File: src/rtl/ps2_scancode_decoder.sv
// PS/2 scan-code decoder: synchronizes receiver frames, checks parity, strips
// E0/F0 prefixes and tracks held state of the left/right/space game keys.
module ps2_scancode_decoder #(
    parameter int unsigned TIMEOUT = 100000
) (
    input  logic       CLK,
    input  logic       Resetn,
    input  logic       RxReady,
    input  logic [7:0] RxData,
    input  logic       RxParity,
    output logic       KeyValid,
    output logic [7:0] KeyCode,
    output logic       KeyExtended,
    output logic       KeyRelease,
    output logic       LeftHeld,
    output logic       RightHeld,
    output logic       FireHeld,
    output logic       ParityErr
);

    localparam int unsigned CNT_W = $clog2(TIMEOUT + 1);

    localparam logic [7:0] CODE_EXT   = 8'hE0;
    localparam logic [7:0] CODE_BRK   = 8'hF0;
    localparam logic [7:0] CODE_LEFT  = 8'h6B;
    localparam logic [7:0] CODE_RIGHT = 8'h74;
    localparam logic [7:0] CODE_FIRE  = 8'h29;

    typedef enum logic [1:0] {
        IDLE    = 2'd0,
        EXT     = 2'd1,
        BRK     = 2'd2,
        EXT_BRK = 2'd3
    } state_t;

    state_t           state;
    state_t           state_nx_c;
    logic             s1, s2, s3;
    logic [CNT_W-1:0] cnt;
    logic             stb_c;
    logic             par_ok_c;
    logic             is_ext_c;
    logic             is_brk_c;
    logic             is_ign_c;
    logic             emit_c;
    logic             emit_ext_c;
    logic             emit_rel_c;

    // Byte classification and prefix state machine decode for a good strobe.
    always_comb begin
        stb_c      = s2 & ~s3;
        par_ok_c   = ^{RxData, RxParity};
        is_ext_c   = (RxData == CODE_EXT);
        is_brk_c   = (RxData == CODE_BRK);
        is_ign_c   = 1'b0;
        state_nx_c = IDLE;
        emit_c     = 1'b0;
        emit_ext_c = 1'b0;
        emit_rel_c = 1'b0;

        case (RxData)
            8'h00, 8'hAA, 8'hEE, 8'hFA, 8'hFC, 8'hFF: is_ign_c = 1'b1;
            default:                                  is_ign_c = 1'b0;
        endcase

        if (!is_ign_c) begin
            unique case (state)
                IDLE: begin
                    if (is_ext_c)      state_nx_c = EXT;
                    else if (is_brk_c) state_nx_c = BRK;
                    else               emit_c     = 1'b1;
                end
                EXT: begin
                    if (is_ext_c)      state_nx_c = EXT;
                    else if (is_brk_c) state_nx_c = EXT_BRK;
                    else begin
                        emit_c     = 1'b1;
                        emit_ext_c = 1'b1;
                    end
                end
                BRK: begin
                    if (is_brk_c)      state_nx_c = BRK;
                    else if (is_ext_c) state_nx_c = EXT_BRK;
                    else begin
                        emit_c     = 1'b1;
                        emit_rel_c = 1'b1;
                    end
                end
                EXT_BRK: begin
                    if (is_ext_c || is_brk_c) state_nx_c = EXT_BRK;
                    else begin
                        emit_c     = 1'b1;
                        emit_ext_c = 1'b1;
                        emit_rel_c = 1'b1;
                    end
                end
            endcase
        end
    end

    // Synchronizer, FSM, prefix timeout and registered outputs.
    always_ff @(posedge CLK or negedge Resetn) begin
        if (!Resetn) begin
            s1          <= 1'b0;
            s2          <= 1'b0;
            s3          <= 1'b0;
            state       <= IDLE;
            cnt         <= '0;
            KeyValid    <= 1'b0;
            KeyCode     <= 8'h00;
            KeyExtended <= 1'b0;
            KeyRelease  <= 1'b0;
            LeftHeld    <= 1'b0;
            RightHeld   <= 1'b0;
            FireHeld    <= 1'b0;
            ParityErr   <= 1'b0;
        end else begin
            s1        <= RxReady;
            s2        <= s1;
            s3        <= s2;
            KeyValid  <= 1'b0;
            ParityErr <= 1'b0;

            if (stb_c) begin
                // A strobe coinciding with expiry is still decoded in the current state.
                cnt <= '0;
                if (!par_ok_c) begin
                    ParityErr <= 1'b1;
                    state     <= IDLE;
                end else begin
                    state <= state_nx_c;
                    if (emit_c) begin
                        KeyValid    <= 1'b1;
                        KeyCode     <= RxData;
                        KeyExtended <= emit_ext_c;
                        KeyRelease  <= emit_rel_c;
                        if (emit_ext_c && (RxData == CODE_LEFT))
                            LeftHeld <= ~emit_rel_c;
                        if (emit_ext_c && (RxData == CODE_RIGHT))
                            RightHeld <= ~emit_rel_c;
                        if (!emit_ext_c && (RxData == CODE_FIRE))
                            FireHeld <= ~emit_rel_c;
                    end
                end
            end else if (state != IDLE) begin
                if (cnt >= CNT_W'(TIMEOUT)) begin
                    state <= IDLE;
                    cnt   <= '0;
                end else begin
                    cnt <= cnt + CNT_W'(1);
                end
            end else begin
                cnt <= '0;
            end
        end
    end

endmodule

File: config.mk
export PLATFORM = sky130hd
export DESIGN_NAME = ps2_scancode_decoder
export DESIGN_NICKNAME = d
export VERILOG_FILES = /design/src/rtl/ps2_scancode_decoder.sv
export SDC_FILE = /design/constraint.sdc
export NUM_CORES = 1
export LEC_CHECK = 0
export CORE_MARGIN = 2
export CORE_UTILIZATION = 50
export CTS_CLUSTER_SIZE = 28
export DETAILED_ROUTE_END_ITERATION = 10
export PLACE_DENSITY = 0.72
export RECOVER_POWER = 25
export SYNTH_ARGS = -nofsm -noshare
export SYNTH_HDL_FRONTEND = slang
export SYNTH_SLANG_ARGS = --single-unit
File: constraint.sdc
create_clock -name CLK -period 2.5 [get_ports CLK]
set_clock_uncertainty 0.05 [all_clocks]
set_input_delay 0.625 -clock CLK [delete_from_list [all_inputs] [get_ports CLK]]
set_output_delay 0.625 -clock CLK [all_outputs]
set_load 0.05 [all_outputs]
Fig. 1: run 1, wiring by layer
Two of the layers only.
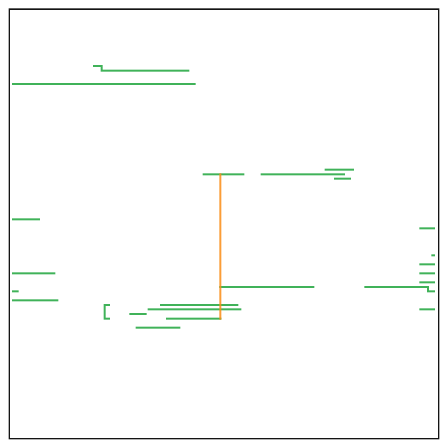
Green stands for M3, wire length 166 µm. Orange stands for M4, wire length 21.8 µm.
final wirelength: 3.725 mm
Total Routing Usage GR: 0.2078
vias post-DR: 1,392
Routed WL per cell: 14.49 µm

Fig. 2: run 1, nets reached from selected ports
Scale bar: 20 µm.
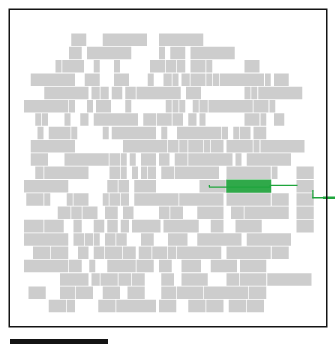
Green stands for `KeyRelease`, bits 1, direction output, edge right, end cells 1, buffers 1, wire 22.2 µm.
I/O Buffers: 26
# IOs: 27

==> results.tsv, run 1 <==
stage	metric	value	unit
worst_setup_path	endpoint	KeyCode[3]	
layout	stdcell_count	257	
worst_setup_path	path_max_fanout	11	
synth	top_cell	dfrtp_1	
layout	finalInstanceArea	2290	µm²
run	log.warning_count	28	
die	fp_util	0.5366	
synth	ys_seq_frac	0.5051	
synth	numSynthFlops	37	
worst_setup_path	cp.required	2.69	ns
synth	post_synth.cell_area_avg	10.85	µm²
die	die_w	64.55	µm
worst_setup_path	rr_startpoint	cnt[13]	
global_routing	grt_pass1_wl	6.610	mm
run_status	status	finished clean	
run	cap_viol_max_count	0	
power	p_per_area	733.4	nW/µm²
final_timing	grt_setup_unrepaired	no	
drt	dr.pass1.iters	4	
final_timing	max_slew_margin	0.4013	
power	p_clk_frac	0.182	
synth	netlist_area	1833	µm²
synth	ys.flop_type	dfrtp_1	
final_timing	fmax	421.7	MHz
layout	insertedDiodeCount	0	
layout	syn_to_final_growth	24.91	%
worst_setup_path	path_class	in2reg	
drt	drt_iter0_drc	113	
synth	yosysChipArea	1833	µm²
placement	routabilityCongestion	0.8530	
worst_setup_path	r2r-end	cnt[12]	
Fig. 3: run 1, where the registers sit
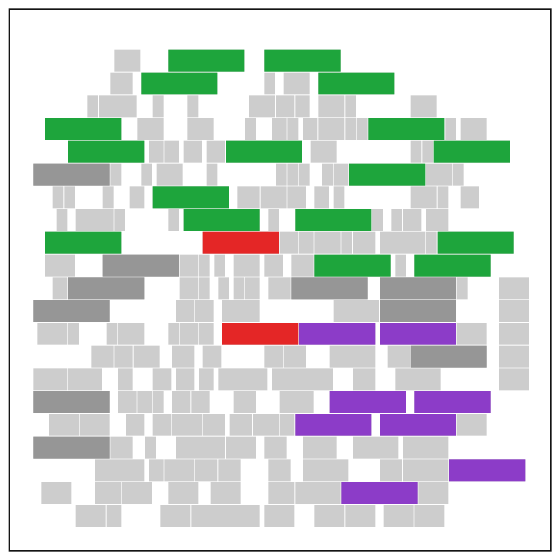
Red stands for `state`, sequential cells 2. Green stands for `cnt`, sequential cells 17. Purple stands for `KeyCode`, sequential cells 8, where bottom right.

Fig. 4: run 1, met2 routing
Scale bar: 20 µm.
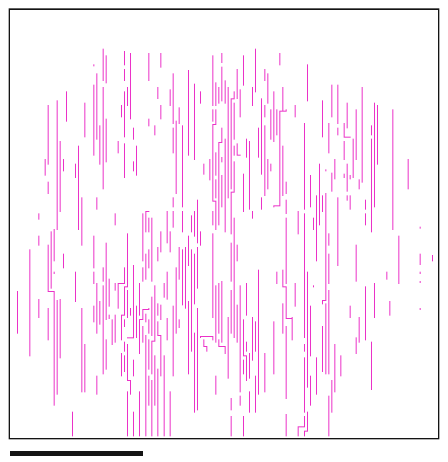
The longest straight run is 19.4 µm. The wires run mostly vertical. The layer carries 1,740 µm of wire.

[run 1: state kept, by name, summed over array words and instances (netlist names)]
register     cells
KeyCode          8
cnt             17
KeyExtended      1
state            2
s1               1
s2               1
s3               1
KeyRelease       1
FireHeld         1
LeftHeld         1
KeyValid         1
RightHeld        1
ParityErr        1
[run 1: critical path: stages]
cell and delay (ns):
clkdlybuf4s50_1 0.51, xnor2_1 0.13, xnor3_1 0.45, xnor2_2 0.22, nand4_2 0.14, buf_12 0.18, mux2_4 0.30
[run 1: final cells by class]
type,count,area [µm²]
Fill cell,274,1126
Sequential cell,37,925.9
Multi-Input combinational cell,121,864.6
Timing Repair Buffer,39,367.9
Tap cell,46,57.56
Clock buffer,6,41.29
Inverter,6,22.52
Clock inverter,2,10.01
[run 1: cell usage in the layout, fill, tap and decap left out, types with 2 or more instances in the layout]
cell type         n
nor4_1            5
buf_4            11
xor2_1           10
dlygate4sd3_1     2
mux2_2            2
nand4_1           6
nand2b_1          2
xnor2_2           3
o211ai_1          2
a31oi_1           2
nor2_1           26
nor3_1            3
clkdlybuf4s50_1  24
clkinv_2          2
dfrtp_1          37
and3_1            5
nand2_1          12
nor2b_1           2
clkbuf_4          5
xnor2_1           7
inv_1             6
mux2_4            9
ha_1              2
or4_1             2
nand3_1           7
o21ai_0           4
and4_1            2
[run 1: power groups by stage]
stage	Sequential, mW	Combinational (mW)	Clock [mW]
after detailed placement	0.727	0.660	0
final	0.717	0.656	0.306
after global placement	0.724	0.652	0
after CTS	0.718	0.661	0.323
after global routing	0.727	0.684	0.348
after floorplan	0.972	0.169	0
[run 1: routing by layer]
layer / wire, µm / track usage / share of wire / up-vias
met5: 0 / 0 / 0 / -
met3: 165 / 0.05556 / 0.044 / 3
met2: 1737 / 0.3216 / 0.47 / 35
li1: - / - / - / 667
met1: 1799 / 0.2911 / 0.48 / 687
met4: 21 / 0.05585 / 0.0056 / 0
[run 1: kinds of logic after synthesis]
group	after synthesis	share of synthesized area
AND/OR/NAND/NOR	76	0.2123
flip-flops	37	0.5051
XOR/XNOR	21	0.1160
multiplexers	12	0.09215
buffers and inverters	11	0.02730
AND-OR/OR-AND	10	0.03344
adder cells (fa/ha/maj)	2	0.01365
[run 1: how the worst min path moves through the flow]
stage | startpoint | to | slack [ns] | cells after the start
after floorplan | Resetn | FireHeld | 0.28 | 0
after global placement | s1 | s2 | 0.28 | 0
after detailed placement | s1 | s2 | 0.31 | 0
after CTS | s1 | s2 | 0.33 | 0
after global routing | s1 | s2 | 0.33 | 0
final | s1 | s2 | 0.32 | 0
[run 1: timing repair]
action | in CTS | in global routing
setup endpoints to repair | 0 | 5
setup buffers | 0 | 0
resized | 0 | 1
[run 1: per-stage QoR]
step	setup WS, ns	total power, mW	TNS [ns]	hold slack, ns
CTS	0.09377	1.702	0	0.3325
detailed placement	-0.2927	1.387	-2.891	0.3082
global route	0.05691	1.759	0	0.3341
global placement	-0.1818	1.376	-1.708	0.2848
finish	0.1288	1.679	0	0.3244
floorplan	0.2071	1.141	0	0.2794
--- run 2 (diff from run 1) ---
--- a/config.mk
+++ b/config.mk
@@ -7,6 +7,7 @@
 export LEC_CHECK = 0
 export CORE_MARGIN = 2
 export CORE_UTILIZATION = 50
+export CTS_BUF_LIST = sky130_fd_sc_hd__clkbuf_8 sky130_fd_sc_hd__clkbuf_16
 export CTS_CLUSTER_SIZE = 28
 export DETAILED_ROUTE_END_ITERATION = 10
 export PLACE_DENSITY = 0.72
Fig. 5: run 2, met2 routing
Scale bar: 20 µm.
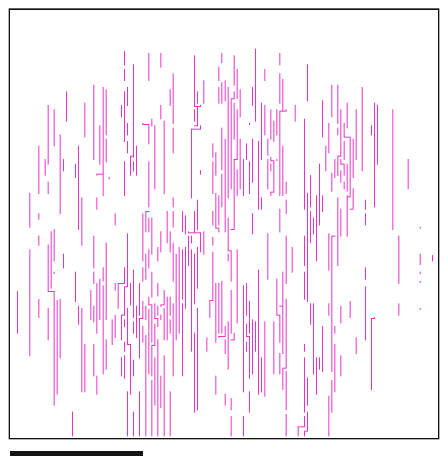
The layer carries 1,790 µm of wire. The layer holds 47% of the routed length. 191 nets have wire on it. The longest straight run is 20.4 µm. The wires run mostly vertical.
vias post-DR: 1,408
met2 Use GR: 0.3255
final wirelength: 3.789 mm

Fig. 6: run 2, nets reached from selected ports
Scale bar: 20 µm.
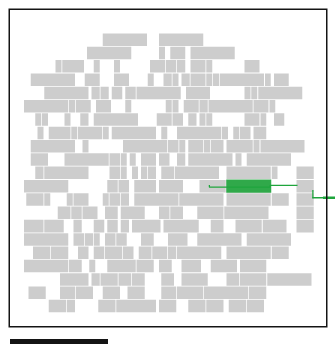
Green stands for `KeyRelease`, bits 1, direction output, edge right, end cells 1, buffers 1, wire 22.2 µm.

Fig. 7: run 2, where the registers sit
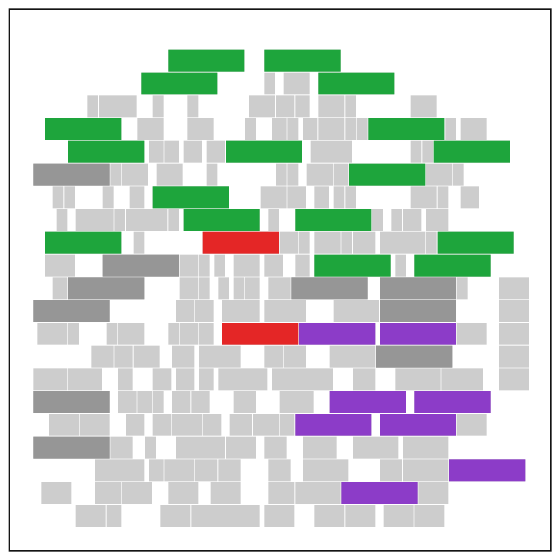
Purple stands for `KeyCode`, sequential cells 8, where bottom right. Red stands for `state`, sequential cells 2. Green stands for `cnt`, sequential cells 17.
Another 10 sequential cells are not colored.
final core occ: 0.6795
Seq area share: 0.3989
register area: 925.9 µm²
Seq group: 0.718 mW

==> results.tsv, run 2 <==
stage	metric	value	unit
run_status	status	finished clean	
worst_setup_path	rr_startpoint	cnt[13]	
layout	layout_top_cell	dfrtp_1	
power	p_clk_frac	0.227	
synth	ys.flop_type	dfrtp_1	
run	log.warning_count	28	
synth	netlist_area	1833	µm²
power	p_per_area	765.9	nW/µm²
final_timing	max_slew_margin	0.3976	
worst_setup_path	cp.required	2.63	ns
die	ios	27	
placement	routabilityCongestion	0.8530	
synth	top_cell	dfrtp_1	
synth	floorplan.nets	183	
drt	drtAntennaViolNets	0	
layout	stdcell_count	257	
final_timing	fmax	416.6	MHz
synth	ys_seq_frac	0.5051	
global_routing	grt_pass1_wl	6.596	mm
layout	largest_reg_flops	17	
placement	placement.io_buffers	26	
synth	numSynthFlops	37	
drt	routedWlPerCell	14.74	µm
synth	post_synth.cell_area_avg	10.85	µm²
worst_setup_path	cp-end-kind	flip-flop	
synth	yosysChipArea	1833	µm²
run	cap_viol_max_count	0	
drt	drt_iter0_drc	111	
drt	dr.pass1.iters	4	
clock_network	clk_transition_reported_paths	0.07	ns
layout	largest-register	cnt	
final_timing	grt_setup_unrepaired	no	
layout	insertedDiodeCount	0	
layout	top_regs	cnt (17), KeyCode (8), state (2)	
drt	drc	0	
worst_setup_path	crit_path_start	RxData[6]	
worst_setup_path	r2r_setup_slack	0.54	ns
power	leakage	1.015	nW
power	power	1.778	mW
final_timing	hold_ws	0.3161	ns
worst_setup_path	endpoint	KeyCode[5]	
layout	comb_area	864.6	µm²
die	fp_util	0.5366	
die	fp-row-count	21	
layout	final_cell_mix	dfrtp_1, nor2_1, clkdlybuf4s50_1	
die	die_w	64.55	µm
layout	fillers	268	
worst_setup_path	path_max_fanout	11	
layout	syn_to_final_growth	26.62	%
run 2: cell counts after synthesis:
Identical to the previous run, type by type.
run 2: final cells by class:
cell class / instances / area share
clock buffer: 5 / 0.02965
clock inverter: 3 / 0.005930
inverter: 6 / 0.009703
multi-input combinational: 121 / 0.3725
sequential: 37 / 0.3989
tap: 46 / 0.02480
timing repair buffer: 39 / 0.1585
run 2: what timing repair did:
action,4_1_cts,5_1_grt
resized,0,1
endpoints found under the setup margin,0,10
setup buffers,0,0
run 2: worst min path at each step:
stage	startpoint	endpoint	slack (ns)	cells after the start
after floorplan	Resetn	FireHeld	0.28	0
after global placement	s1	s2	0.28	0
after detailed placement	s1	s2	0.31	0
after CTS	s1	s2	0.32	0
after global routing	s1	s2	0.32	0
final	s1	s2	0.32	0
run 2: cell families after synthesis:
kind of cell	synth area share
AND/OR/NAND/NOR	0.2123
flip-flops	0.5051
XOR/XNOR	0.1160
multiplexers	0.09215
buffers and inverters	0.02730
AND-OR/OR-AND	0.03344
adder cells (fa/ha/maj)	0.01365
run 2: critical path, stage by stage:
cell and delay [ns]:
clkdlybuf4s50_1 0.51, xnor2_1 0.13, xnor3_1 0.45, xnor2_2 0.19, nand4_2 0.14, buf_12 0.18, mux2_1 0.30
run 2: routing by layer:
metal | track usage | up-vias | wire [µm]
met5 | 0 | - | 0
met4 | 0.05585 | 0 | 48
met3 | 0.06597 | 5 | 163
met2 | 0.3255 | 31 | 1785
met1 | 0.2880 | 702 | 1791
li1 | - | 670 | -
run 2: power by group through the flow:
stage          Clock, mW  Combinational [mW]  Sequential (mW)
2_1_floorplan          0               0.169            0.972
3_3_place_gp           0               0.652            0.724
3_5_place_dp           0               0.660            0.727
4_1_cts            0.411               0.661            0.719
5_1_grt            0.440               0.684            0.727
6_report           0.403               0.656            0.718
run 2: metrics by stage:
stage	cell area [µm²]	utilization	worst slack, ns	TNS, ns
finish	2321	0.6795	0.09943	0
global route	2321	0.6795	0.01136	0
CTS	2316	0.6780	0.02026	0
detailed placement	2233	0.6538	-0.2927	-2.891
global placement	2233	0.6538	-0.1818	-1.708
floorplan	1833	-	0.2071	0
Power is estimated from default activity; no workload was simulated.
